==> images/layer_met3.png <==
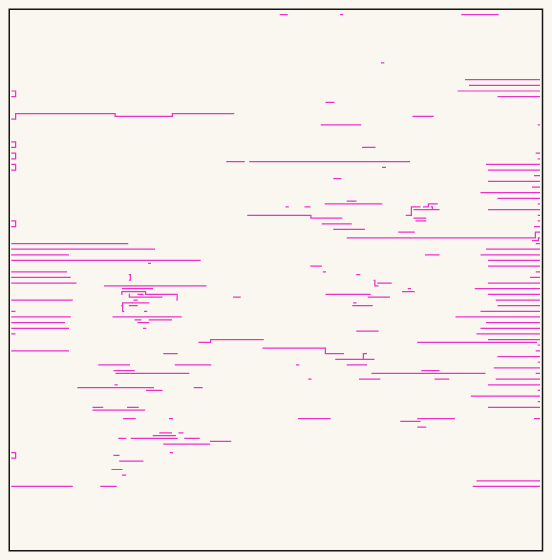
==> images/layer_met2.png <==
Bar = 50 um.
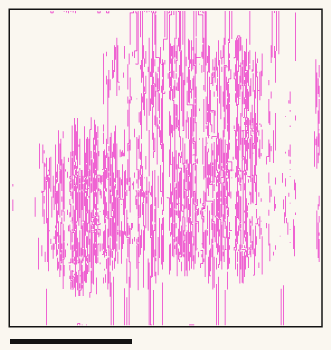
==> images/wires.png <==
Bar = 50 um. Two of the layers only.
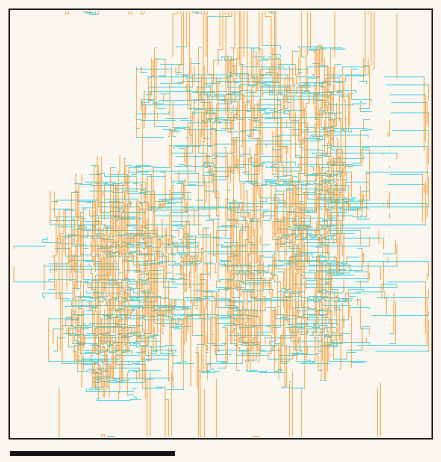
==> images/power_grid.png <==
Bar = 50 um. Pins as bars on the die edge.
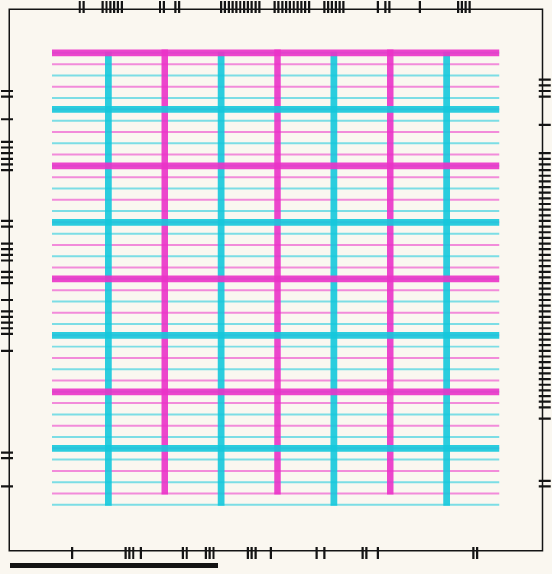
## config.mk

```make
export PLATFORM = sky130hd
export DESIGN_NAME = conv_l1_ctrl
export DESIGN_NICKNAME = d
export VERILOG_FILES = /design/src/rtl/conv_l1_pkg.sv /design/src/rtl/conv_l1_ctrl_raster_counter.sv /design/src/rtl/conv_l1_ctrl.sv
export SDC_FILE = /design/constraint.sdc
export NUM_CORES = 1
export LEC_CHECK = 0
export ABC_AREA = 1
export ABC_CLOCK_PERIOD_IN_PS = 1300
export CORE_AREA = 10 10 118 120
export DETAILED_ROUTE_END_ITERATION = 6
export DIE_AREA = 0 0 128 130
export PLACE_DENSITY = 0.75
export SYNTH_ARGS = -nofsm -noshare
export SYNTH_HDL_FRONTEND = slang
export SYNTH_SLANG_ARGS = --single-unit
```

## constraint.sdc

```tcl
create_clock -name clk -period 1.3 [get_ports clk]
set_input_delay 0.325 -clock clk [delete_from_list [all_inputs] [get_ports clk]]
set_output_delay 0.325 -clock clk [all_outputs]
set_load 0.1 [all_outputs]
```

## src/rtl/conv_l1_pkg.sv

```systemverilog
// Shared types and constants for the first-layer convolution controller.
// Also provides the per-frame result count used by the controller's users.
package conv_l1_pkg;

  typedef enum logic [1:0] {
    S_IDLE   = 2'd0,
    S_LOAD   = 2'd1,
    S_STREAM = 2'd2,
    S_LAST   = 2'd3
  } ctrl_state_e;

  localparam int KERNEL_TAPS = 9;
  localparam int WIN         = 3;
  localparam int KIDX_W      = 4;

  // Only windows that fit entirely inside the frame produce a result.
  function automatic int results_per_frame(input int img_w, input int img_h);
    return (img_w - WIN + 1) * (img_h - WIN + 1);
  endfunction

endpackage

```

## src/rtl/conv_l1_ctrl_raster_counter.sv

```systemverilog
// Raster-order row/column position counter with enable, clear, wrap and
// first/last-of-frame flags.
module raster_counter #(
  parameter int W  = 28,
  parameter int H  = 28,
  parameter int CW = 5
) (
  input  logic          clk,
  input  logic          rst_n,
  input  logic          clr_i,
  input  logic          en_i,
  output logic [CW-1:0] row_o,
  output logic [CW-1:0] col_o,
  output logic          first_o,
  output logic          last_o
);

  localparam logic [CW-1:0] COL_MAX = CW'(W - 1);
  localparam logic [CW-1:0] ROW_MAX = CW'(H - 1);

  logic [CW-1:0] row_q, row_d;
  logic [CW-1:0] col_q, col_d;

  // next position: clear has priority, otherwise step in raster order
  always_comb begin
    row_d = row_q;
    col_d = col_q;
    if (clr_i) begin
      row_d = '0;
      col_d = '0;
    end else if (en_i) begin
      if (col_q == COL_MAX) begin
        col_d = '0;
        if (row_q == ROW_MAX) begin
          row_d = '0;
        end else begin
          row_d = row_q + CW'(1);
        end
      end else begin
        col_d = col_q + CW'(1);
        row_d = row_q;
      end
    end else begin
      row_d = row_q;
      col_d = col_q;
    end
  end

  // position registers
  always_ff @(posedge clk or negedge rst_n) begin
    if (!rst_n) begin
      row_q <= '0;
      col_q <= '0;
    end else begin
      row_q <= row_d;
      col_q <= col_d;
    end
  end

  assign row_o   = row_q;
  assign col_o   = col_q;
  assign first_o = (row_q == '0) && (col_q == '0);
  assign last_o  = (row_q == ROW_MAX) && (col_q == COL_MAX);

endmodule

```

## src/rtl/conv_l1_ctrl.sv

```systemverilog
// Sequencer for the 3x3 first-layer convolution datapath: kernel load,
// pixel stream pacing and qualification of complete output windows.
module conv_l1_ctrl
  import conv_l1_pkg::*;
#(
  parameter int IMG_W   = 28,
  parameter int IMG_H   = 28,
  parameter int COORD_W = 5
) (
  input  logic                 clk,
  input  logic                 reset,
  input  logic                 k_wr_en,
  input  logic [7:0]           k_wr_data,
  output logic [71:0]          kernel_flat,
  input  logic                 start,
  input  logic                 s_valid,
  output logic                 s_ready,
  input  logic [7:0]           s_data,
  output logic [7:0]           dp_pxl,
  output logic                 dp_en,
  input  logic [15:0]          dp_result,
  output logic                 m_valid,
  input  logic                 m_ready,
  output logic [15:0]          m_data,
  output logic [COORD_W-1:0]   m_row,
  output logic [COORD_W-1:0]   m_col,
  output logic                 m_last,
  output logic                 busy,
  output logic                 done
);

  localparam logic [COORD_W-1:0] WIN_OFS  = COORD_W'(WIN - 1);
  localparam logic [KIDX_W-1:0]  KIDX_MAX = KIDX_W'(KERNEL_TAPS - 1);

  ctrl_state_e state_q, state_d;

  logic [KERNEL_TAPS-1:0][7:0] kernel_q, kernel_d;
  logic [KIDX_W-1:0]           k_idx_q, k_idx_d;
  logic                        m_valid_q, m_valid_d;
  logic                        m_last_q, m_last_d;
  logic [COORD_W-1:0]          m_row_q, m_row_d;
  logic [COORD_W-1:0]          m_col_q, m_col_d;
  logic                        done_q, done_d;

  logic [COORD_W-1:0] row_s, col_s;
  logic               last_beat_s;
  logic               frame_first_unused;
  logic               clr_s;
  logic               qualify_s;

  assign clr_s = (state_q == S_IDLE) && start && !k_wr_en;

  raster_counter #(
    .W  (IMG_W),
    .H  (IMG_H),
    .CW (COORD_W)
  ) u_raster (
    .clk     (clk),
    .rst_n   (reset),
    .clr_i   (clr_s),
    .en_i    (dp_en),
    .row_o   (row_s),
    .col_o   (col_s),
    .first_o (frame_first_unused),
    .last_o  (last_beat_s)
  );

  assign s_ready = (state_q == S_STREAM) && (!m_valid_q || m_ready);
  assign dp_en   = s_valid && s_ready;
  assign dp_pxl  = s_data;

  // Beats with row<2 or col<2 carry wrapped or stale windows and are dropped.
  assign qualify_s = dp_en && (row_s >= WIN_OFS) && (col_s >= WIN_OFS);

  // control FSM and kernel register file
  always_comb begin
    state_d  = state_q;
    kernel_d = kernel_q;
    k_idx_d  = k_idx_q;
    done_d   = 1'b0;
    case (state_q)
      S_IDLE: begin
        if (k_wr_en) begin
          kernel_d[0] = k_wr_data;
          k_idx_d     = KIDX_W'(1);
          state_d     = S_LOAD;
        end else if (start) begin
          state_d = S_STREAM;
        end else begin
          state_d = S_IDLE;
        end
      end
      S_LOAD: begin
        if (k_wr_en) begin
          kernel_d[k_idx_q] = k_wr_data;
          if (k_idx_q == KIDX_MAX) begin
            k_idx_d = '0;
            state_d = S_IDLE;
          end else begin
            k_idx_d = k_idx_q + KIDX_W'(1);
            state_d = S_LOAD;
          end
        end else begin
          state_d = S_LOAD;
        end
      end
      S_STREAM: begin
        if (dp_en && last_beat_s) begin
          state_d = S_LAST;
        end else begin
          state_d = S_STREAM;
        end
      end
      S_LAST: begin
        if (m_valid_q && m_ready) begin
          state_d = S_IDLE;
          done_d  = 1'b1;
        end else begin
          state_d = S_LAST;
        end
      end
      default: begin
        state_d = S_IDLE;
        k_idx_d = '0;
      end
    endcase
  end

  // result qualification and tagging
  always_comb begin
    m_valid_d = m_valid_q;
    m_last_d  = m_last_q;
    m_row_d   = m_row_q;
    m_col_d   = m_col_q;
    if (qualify_s) begin
      m_valid_d = 1'b1;
      m_row_d   = row_s - WIN_OFS;
      m_col_d   = col_s - WIN_OFS;
      m_last_d  = last_beat_s;
    end else if (dp_en) begin
      m_valid_d = 1'b0;
    end else if (m_valid_q && m_ready) begin
      m_valid_d = 1'b0;
    end else begin
      m_valid_d = m_valid_q;
    end
  end

  // state registers
  always_ff @(posedge clk or negedge reset) begin
    if (!reset) begin
      state_q   <= S_IDLE;
      kernel_q  <= '0;
      k_idx_q   <= '0;
      m_valid_q <= 1'b0;
      m_last_q  <= 1'b0;
      m_row_q   <= '0;
      m_col_q   <= '0;
      done_q    <= 1'b0;
    end else begin
      state_q   <= state_d;
      kernel_q  <= kernel_d;
      k_idx_q   <= k_idx_d;
      m_valid_q <= m_valid_d;
      m_last_q  <= m_last_d;
      m_row_q   <= m_row_d;
      m_col_q   <= m_col_d;
      done_q    <= done_d;
    end
  end

  assign kernel_flat = kernel_q;
  assign m_valid     = m_valid_q;
  assign m_data      = dp_result;
  assign m_row       = m_row_q;
  assign m_col       = m_col_q;
  assign m_last      = m_last_q;
  assign busy        = (state_q != S_IDLE);
  assign done        = done_q;

endmodule

```

==> impl_metrics.tcl <==
# yosys + openroad results
set metrics [dict create \
    core_area_sq_um 11710 \
    htree_levels 3 \
    yosys-stat-cells 534 \
    area_dominant_class "non-clock buffers" \
    fmax_mhz 592.6 \
    synthArstFlopShare 1.000 \
    ios 150 \
    setup_viol 107 \
    edf_count 0 \
    diodes 0 \
    grt_max_degree 41 \
    clock_path_buffers 2 \
    start_kind "flop" \
    cp-startpoint "state_q[0]" \
    grt-ovfl-total 0 \
    buf_share 0.3425 \
    synthCells 534 \
    antenna_found_initial 0 \
    status "finished, violations left" \
    flop-count 101 \
    die_x_um 128 \
    yosysMostFrequentCell "nand2_1" \
    top_layer "met4" \
    ys_ff 101 \
    min_path_type "input pin to asynchronous set/reset pin" \
    drt_iter0_markers 504 \
    insertion_delay_ns 0.35 \
    taps 147 \
    top_cells_by_area "dfrtp_1 53%, nand2_1 15%, buf_4 4.2%, o21ai_0 3.2%, ha_1 3.1%" \
    via_per_inst 5.365 \
    flop_cell "dfrtp_1" \
    period_minus_slack_ns 1.687 \
    yosys.area_share.adder 0.03142 \
    inverters_excl_clock 39 \
    slew_violations 0 \
    slowest_stage "dfrtp_2" \
    comb_area_sq_um 2312 \
    cts_num_sinks 101 \
    yosysChipArea_sq_um 4778 \
    arrival_ns 1.36 \
    cp_num_buf_inv 3 \
    worst-path-max-fanout 3 \
    comb_share 0.2750 \
    syn2layout_area_growth_pct 75.99 \
    cts_tree "built" \
    yosysWarnings 0 \
    layout-drive-gt1-share 0.4778 \
    worst_slew_margin_rel 0.7297 \
    worst_slew_pin_slew_ns 0.4054 \
    period_used_share 1.298 \
    syn_area_sq_um 4778 \
    n_all_buffers 204 \
    fp.dieH_um 130 \
    setup_ws_ns -0.3873 \
    rsz0062_at_grt "yes" \
    m1WireLength_mm 6.211 \
    use_met3 0.04909 \
    drv_cap 0 \
    warning_count 36 \
    dp_hpwl_mm 10.77 \
    fp-row-count 40 \
    dp_worst_setup_slack_ns -0.4742 \
    end_kind "output port" \
    clock_buffers 9 \
    r2r_start "state_q[0]" \
    finalHoldViolCount 0 \
    drt-wirelength-per-cell_um 20.06 \
    failed_checks "negative setup slack" \
    gr-max-usage-layer "met2" \
    globalplace.congestion 0.8638 \
    floorplan.nets 584 \
    crit_end "busy" \
    ant_nets 0 \
    routed-wl-met2_mm 9.212 \
    synth_cell_types 26 \
    sh_seq_area 0.3014 \
]
-- layer_met3.png (at the start) --
- nets with wire on the layer: 140
- share of all routed wire: 8.0%
- main direction: horizontal
- longest straight run: 45.3 um

-- layer_met2.png (at the start) --
- nets with wire on the layer: 678
- wire length on this layer: 9210 um
- main direction: vertical
- longest straight run: 38.8 um
- share of all routed wire: 53%
DR vias: 4662
final WL: 17.44 mm
GR Util met2: 0.3319

-- wires.png (at the start) --
- orange: metal 2 (wire length 9210 um)
- cyan: metal 1 (wire length 6210 um)

-- power_grid.png (at the start) --
- magenta: VDD
- cyan: VSS
- met4 straps: 7
- signal pins: 150
- met1 rails: 41

[through the flow]
stage,hold slack (ns),utilization,area (sq um),TNS [ns]
floorplan,0.02941,-,4876,-1.987
CTS,0.4016,0.6703,7850,-14.02
global placement,0.2226,0.6094,7137,-29.10
finish,0.4110,0.7181,8409,-19.11
detailed placement,0.2215,0.6094,7137,-32.08
global route,0.4215,0.7181,8409,-26.41
[repair_timing]
action | CTS | global route
hold buffers | 1 | 0
pin swaps | 33 | 29
endpoints found under the setup margin | 111 | 149
gates resized | 60 | 85
setup buffers | 19 | 29
hold endpoints to repair | 13 | 0
gates cloned | 7 | 3
[cells in the final DEF, fill, tap and decap left out, drive strengths merged]
| cell | count |
|---|---|
| o21ai | 60 |
| clkbuf | 10 |
| clkinv | 4 |
| clkinvlp | 2 |
| nand2 | 191 |
| dfrtp | 101 |
| nand3 | 29 |
| ha | 12 |
| xor2 | 6 |
| inv | 40 |
| nand4 | 17 |
| dlygate4sd3 | 1 |
| a21oi | 12 |
| nor3 | 1 |
| dlygate4sd2 | 1 |
| xnor2 | 1 |
| nor2 | 32 |
| buf | 190 |
| clkdlybuf4s50 | 11 |
| nand3b | 1 |
[logic make-up after synthesis]
family / Yosys count
AND/OR/NAND/NOR: 266
flip-flops: 101
AND-OR/OR-AND: 72
XOR/XNOR: 7
adder cells (fa/ha/maj): 12
buffers and inverters: 76
